$ cat config.mk
export PLATFORM = sky130hd
export DESIGN_NAME = fb_port_arbiter
export DESIGN_NICKNAME = d
export VERILOG_FILES = /design/src/rtl/fb_pkg.sv /design/src/rtl/rr_arb2.sv /design/src/rtl/fb_port_arbiter.sv
export SDC_FILE = /design/constraint.sdc
export NUM_CORES = 1
export LEC_CHECK = 0
export CAP_MARGIN = 20
export CORE_UTILIZATION = 37
export CTS_BUF_LIST = sky130_fd_sc_hd__clkbuf_2
export CTS_CLUSTER_DIAMETER = 40
export DETAILED_ROUTE_END_ITERATION = 10
export GPL_TIMING_DRIVEN = 1
export PLACE_DENSITY_LB_ADDON = 0.3
export SYNTH_ARGS = -nofsm -noshare
export SYNTH_HDL_FRONTEND = slang
export SYNTH_SLANG_ARGS = --single-unit
$ cat constraint.sdc
create_clock -name vga_clock -period 3.4 [get_ports vga_clock]
set_input_delay 0.34 -clock vga_clock [delete_from_list [all_inputs] [get_ports vga_clock]]
set_output_delay 0.34 -clock vga_clock [all_outputs]
set_load 0.01 [all_outputs]
$ cat src/rtl/fb_pkg.sv
// -----------------------------------------------------------------------------
// fb_pkg
// Shared constants and types for the framebuffer port arbiter.
//   FB_ADDR_W        : framebuffer word address width (320x240 = 76800 words)
//   FB_DATA_W        : pixel width, 4:4:4 RGB
//   FB_DISP_LATENCY  : display read latency, disp_req -> disp_valid, in cycles
//   FB_STARVE_LIMIT  : writer wait cycles before its starve flag sets
//   acc_e            : which requester owns the BRAM port in a given cycle
// -----------------------------------------------------------------------------
package fb_pkg;

  localparam int FB_ADDR_W       = 17;
  localparam int FB_DATA_W       = 12;
  localparam int FB_DISP_LATENCY = 3;
  localparam int FB_STARVE_LIMIT = 16;

  typedef enum logic [1:0] {
    ACC_IDLE = 2'd0,
    ACC_DISP = 2'd1,
    ACC_WR0  = 2'd2,
    ACC_WR1  = 2'd3
  } acc_e;

  // Width needed to hold the values 0..limit inclusive.
  function automatic int cnt_width(input int limit);
    return (limit < 1) ? 1 : $clog2(limit + 1);
  endfunction

endpackage

$ cat src/rtl/rr_arb2.sv
// -----------------------------------------------------------------------------
// rr_arb2
// Two-requester round-robin arbiter. The grant is combinational; the priority
// pointer moves only when the caller reports a completed transfer (advance).
//   vga_clock : clock, rising edge
//   reset_n   : asynchronous active-low reset (requester 0 preferred first)
//   req[1:0]  : request vector
//   advance   : the current grant completed a transfer this cycle
//   gnt[1:0]  : one-hot grant (all zero when nothing requests)
// -----------------------------------------------------------------------------
module rr_arb2 (
  input  logic       vga_clock,
  input  logic       reset_n,
  input  logic [1:0] req,
  input  logic       advance,
  output logic [1:0] gnt
);

  // High when requester 1 wins a tie, i.e. requester 0 was served last.
  logic prio_wr1;

  always_comb begin
    gnt = 2'b00;
    unique case (req)
      2'b01:   gnt = 2'b01;
      2'b10:   gnt = 2'b10;
      2'b11:   gnt = prio_wr1 ? 2'b10 : 2'b01;
      default: gnt = 2'b00;
    endcase
  end

  always_ff @(posedge vga_clock or negedge reset_n) begin
    if (!reset_n) begin
      prio_wr1 <= 1'b0;
    end else if (advance) begin
      prio_wr1 <= gnt[0];
    end
  end

endmodule

$ cat src/rtl/fb_port_arbiter.sv
// -----------------------------------------------------------------------------
// fb_port_arbiter
// Shares one single-port framebuffer BRAM between the display scanout reader
// (absolute priority) and two round-robin writers. One BRAM access per cycle.
//   vga_clock, reset_n            : pixel clock / async active-low reset
//   disp_req, disp_addr           : display read request (one per cycle max)
//   disp_valid, disp_data         : read data, 3 cycles after disp_req
//   wrN_valid/addr/data, wrN_ready: writer N handshake (ready combinational)
//   mem_en/we/addr/wdata, mem_rdata: registered BRAM port, 1-cycle read latency
//   starve[1:0]                   : writer N waited >= STARVE_LIMIT cycles
//   wr_stall_cnt                  : saturating count of cycles any writer stalled
// -----------------------------------------------------------------------------
module fb_port_arbiter
  import fb_pkg::*;
#(
  parameter int ADDR_W       = FB_ADDR_W,
  parameter int DATA_W       = FB_DATA_W,
  parameter int STARVE_LIMIT = FB_STARVE_LIMIT
) (
  input  logic              vga_clock,
  input  logic              reset_n,
  input  logic              disp_req,
  input  logic [ADDR_W-1:0] disp_addr,
  output logic              disp_valid,
  output logic [DATA_W-1:0] disp_data,
  input  logic              wr0_valid,
  input  logic [ADDR_W-1:0] wr0_addr,
  input  logic [DATA_W-1:0] wr0_data,
  output logic              wr0_ready,
  input  logic              wr1_valid,
  input  logic [ADDR_W-1:0] wr1_addr,
  input  logic [DATA_W-1:0] wr1_data,
  output logic              wr1_ready,
  output logic              mem_en,
  output logic              mem_we,
  output logic [ADDR_W-1:0] mem_addr,
  output logic [DATA_W-1:0] mem_wdata,
  input  logic [DATA_W-1:0] mem_rdata,
  output logic [1:0]        starve,
  output logic [15:0]       wr_stall_cnt
);

  localparam int                WAIT_W  = cnt_width(STARVE_LIMIT);
  localparam logic [WAIT_W-1:0] LIMIT_W = WAIT_W'(STARVE_LIMIT);

  function automatic logic [WAIT_W-1:0] sat_inc_wait(input logic [WAIT_W-1:0] v);
    return (v >= LIMIT_W) ? LIMIT_W : v + WAIT_W'(1);
  endfunction

  function automatic logic [15:0] sat_inc16(input logic [15:0] v);
    return (v == 16'hFFFF) ? v : v + 16'd1;
  endfunction

  acc_e             acc_sel;
  logic [1:0]       wr_req;
  logic [1:0]       rr_gnt;
  logic [1:0]       xfer;
  logic             any_stall;
  logic             vld_p0;
  logic             vld_p1;
  logic             vld_p2;
  logic [WAIT_W-1:0] wait_cnt0;
  logic [WAIT_W-1:0] wait_cnt1;

  assign wr_req = {wr1_valid, wr0_valid};

  rr_arb2 u_rr_arb2 (
    .vga_clock (vga_clock),
    .reset_n   (reset_n),
    .req       (wr_req),
    .advance   (|xfer),
    .gnt       (rr_gnt)
  );

  // The display steals the port outright; the round-robin grant is only
  // honoured (and the pointer only moves) on cycles without a display read.
  always_comb begin
    acc_sel = ACC_IDLE;
    if (!reset_n) begin
      acc_sel = ACC_IDLE;
    end else if (disp_req) begin
      acc_sel = ACC_DISP;
    end else if (rr_gnt[0]) begin
      acc_sel = ACC_WR0;
    end else if (rr_gnt[1]) begin
      acc_sel = ACC_WR1;
    end
  end

  assign wr0_ready = (acc_sel == ACC_WR0);
  assign wr1_ready = (acc_sel == ACC_WR1);
  assign xfer      = {wr1_valid & wr1_ready, wr0_valid & wr0_ready};
  assign any_stall = (wr0_valid & ~wr0_ready) | (wr1_valid & ~wr1_ready);

  // ---- stage p0: access issued on the BRAM pins, read tracked in vld_p0 ----
  always_ff @(posedge vga_clock or negedge reset_n) begin
    if (!reset_n) begin
      mem_en    <= 1'b0;
      mem_we    <= 1'b0;
      mem_addr  <= '0;
      mem_wdata <= '0;
      vld_p0    <= 1'b0;
    end else begin
      mem_en <= (acc_sel != ACC_IDLE);
      mem_we <= (acc_sel == ACC_WR0) || (acc_sel == ACC_WR1);
      vld_p0 <= (acc_sel == ACC_DISP);
      unique case (acc_sel)
        ACC_DISP: mem_addr <= disp_addr;
        ACC_WR0: begin
          mem_addr  <= wr0_addr;
          mem_wdata <= wr0_data;
        end
        ACC_WR1: begin
          mem_addr  <= wr1_addr;
          mem_wdata <= wr1_data;
        end
        default: ;
      endcase
    end
  end

  // ---- stage p1: BRAM drives mem_rdata for the read tracked in vld_p1 ----
  always_ff @(posedge vga_clock or negedge reset_n) begin
    if (!reset_n) begin
      vld_p1 <= 1'b0;
    end else begin
      vld_p1 <= vld_p0;
    end
  end

  // ---- stage p2: read data captured and presented to the display ----
  always_ff @(posedge vga_clock or negedge reset_n) begin
    if (!reset_n) begin
      vld_p2    <= 1'b0;
      disp_data <= '0;
    end else begin
      vld_p2 <= vld_p1;
      if (vld_p1) begin
        disp_data <= mem_rdata;
      end
    end
  end

  assign disp_valid = vld_p2;

  // Wait counters restart whenever the writer drops valid, so an abandoned
  // request leaves nothing behind.
  always_ff @(posedge vga_clock or negedge reset_n) begin
    if (!reset_n) begin
      wait_cnt0    <= '0;
      wait_cnt1    <= '0;
      wr_stall_cnt <= '0;
    end else begin
      if (!wr0_valid || xfer[0]) begin
        wait_cnt0 <= '0;
      end else begin
        wait_cnt0 <= sat_inc_wait(wait_cnt0);
      end
      if (!wr1_valid || xfer[1]) begin
        wait_cnt1 <= '0;
      end else begin
        wait_cnt1 <= sat_inc_wait(wait_cnt1);
      end
      if (any_stall) begin
        wr_stall_cnt <= sat_inc16(wr_stall_cnt);
      end
    end
  end

  assign starve = {wait_cnt1 == LIMIT_W, wait_cnt0 == LIMIT_W};

endmodule

Fig. 1: signal wires by layer
The bar under the picture is 20 µm long. Two of the layers only.
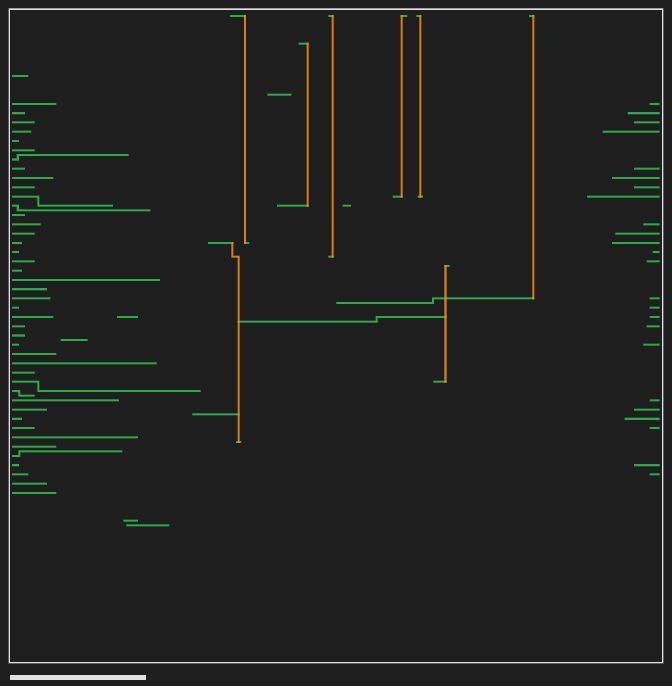
layer	color	wire length
M3	green	464 µm
M4	orange	234 µm
Post-Route WL: 8.571 mm
WL/cell: 14.96 µm

Fig. 2: wire density map
The die is cut into 19 by 19 equal tiles; white is low, dark blue is high, scaled to the fullest tile. Values are wire area over tile area, all layers added.
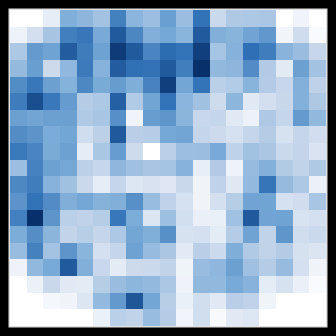
tiles over half the peak	28%
densest ninth of the die	top middle
mean over tiles	0.15
vias: 2,874
Total GRT Usage: 18.96%

Fig. 3: routing congestion map
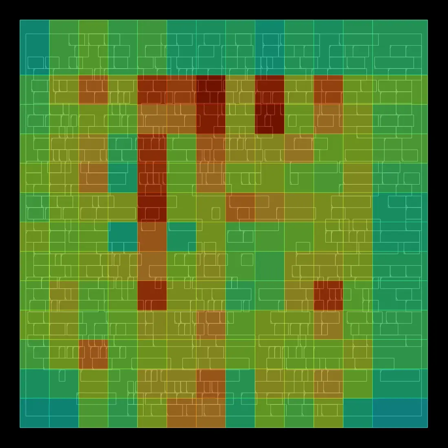
final core utilization: 61.07%
met3 Track Usage GR: 4.739%
M2 GR Usage: 32.26%
met1 Use GR: 22.64%

Fig. 4: layout detail
The bar under the picture is 5 µm long. Window x 62 to 82, y 62 to 82 µm. Cells in gray, sequential cells in the stronger gray; small squares are vias.
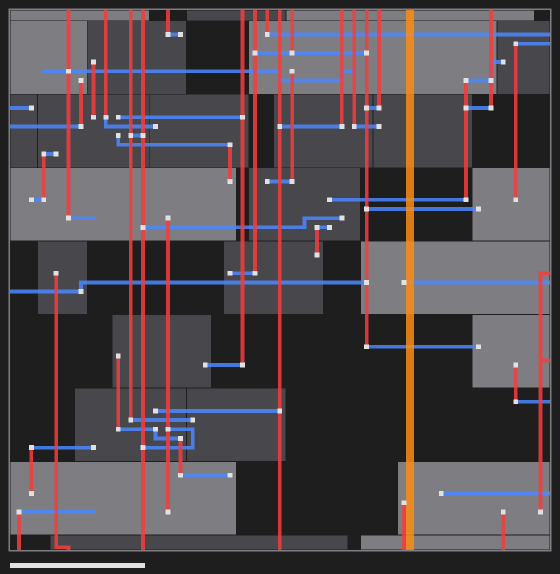
layer	color
M1	blue
M2	red
M4	orange
netlist names of flops here include	disp_data (5)
most frequent	clkdlybuf4s50_1 (8), dfrtp_1 (5), mux2_2 (3)
sequential cells in the window	5
cells with their middle in the window	17

Fig. 5: M1 wires
The bar under the picture is 20 µm long. Cells faint in the background.
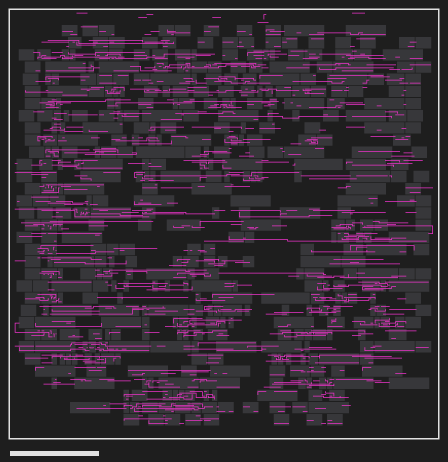
nets with wire on the layer	466
longest straight run	31.0 µm
wire length on this layer	3,460 µm
share of all routed wire	40%

==> out/results.ini <==
[run_status]
outcome = complete, no violations

[cells_and_area]
lay_top_count = clkdlybuf4s50_1
stdcell_count = 573
largest_register_ff_count = 17
fin_area_um2 = 5094
largest_register = mem_addr
logic_gate_count = 202
comb_area_share_pct = 25.87
logic_area_um2 = 1318
syn_to_final_growth_pct = 56.70
clockBufferCount = 10
largestClassByArea = registers

[routing]
drcViolationCount = 0
drt_first_pass_iters = 4
postRouteAntennaNets = 0

[pwr]
switching_power_uw = 685.3
pwr_density_cell_nw_per_um2 = 472.3
pg_seq_uw = 1100
total_power_uw = 2406
p_leak_uw = 0.002149
power_frac_seq_pct = 45.8
vdd_ir_drop_max_mv = 0.2265
top_power_group = registers

[sta]
clock-skew-final_ns = 0.02415
fin_ws_ns = 0.6424
tightest_slew_ns = 0.7810
setup_tns_ns = 0
max_slew_margin_pct = 47.93
rsz0062_at_grt = false
finalClockPeriodUsage_pct = 81.11
fin_crit_ns = 2.758
fmax_mhz = 362.6

[worst_setup_path]
critPathRequiredTime_ns = 3.06
endpoint_kind = output port
reg2reg_slack_ns = 1.60
crit_end = wr0_ready
worst_r2r_endpoint = wr_stall_cnt[7]$_DFFE_PN0P_
worst-path-buf-inv = 4
worstReg2RegStart = wr_stall_cnt[0]$_DFFE_PN0P_
critical_path.slowest_cell = dlygate4sd3_1
path_delay_family = buffers and inverters
cp-start-kind = primary input

[synth]
async_flop_share_pct = 100.0
ys_cells = 302
floorplan.nets = 399
synth_seq_share_pct = 56.20
top_cells_by_count = 73 x dfrtp_1, 43 x nor2_1, 35 x nand2_1
ys_ff = 73
ys_types = 38
syn_avg_cell_area_um2 = 10.76
synth_cells = 302
ff_type = dfrtp_1
top_cell = dfrtp_1
yosys_warnings = 0

[run]
warning_count = 28
cap_violations = 0

[clock_tree]
cts_buffer_depth = 2
hold_buffers = 1
cts_inserted_buffers = 9
postCtsResizedCells = 0
cts_tree = done
clock_latency_ns = 0.49
cts.clk_slew.worst_paths_ns = 0.22

[die]
fp_util_pct = 38.97
die_h_um = 95.73
die_w_um = 95.73
tap_cells = 105

[placed_design]
dp_hpwl_mm = 6.306
dp.cells = 556

[grt]
grt_overflow = 0
grt_max_degree = 58

-- kinds of logic after synthesis --
group | after synthesis | share of synthesized area, %
compound gates | 50 | 11.51
xor+xnor | 16 | 4.311
buf+inv | 27 | 3.387
simple gates | 115 | 17.17
mux | 15 | 5.196
flops | 73 | 56.20
fa+ha+maj | 6 | 2.232
-- layer usage --
layer | vias to the layer above | share of wire [%] | track usage (%) | wire length [µm]
met5 | - | 0 | 0 | 0
met4 | 0 | 2.7 | 8.458 | 234
met3 | 19 | 5.4 | 4.739 | 463
met2 | 98 | 51 | 32.26 | 4412
met1 | 1373 | 40 | 22.64 | 3461
li1 | 1384 | - | - | -
-- worst register-to-register path, delay by kind of cell (launching register included) --
kind          cells  cell delay (ns)
xor+xnor          1             0.15
fa+ha+maj         1             0.26
flops             1             0.48
simple gates      4             0.80
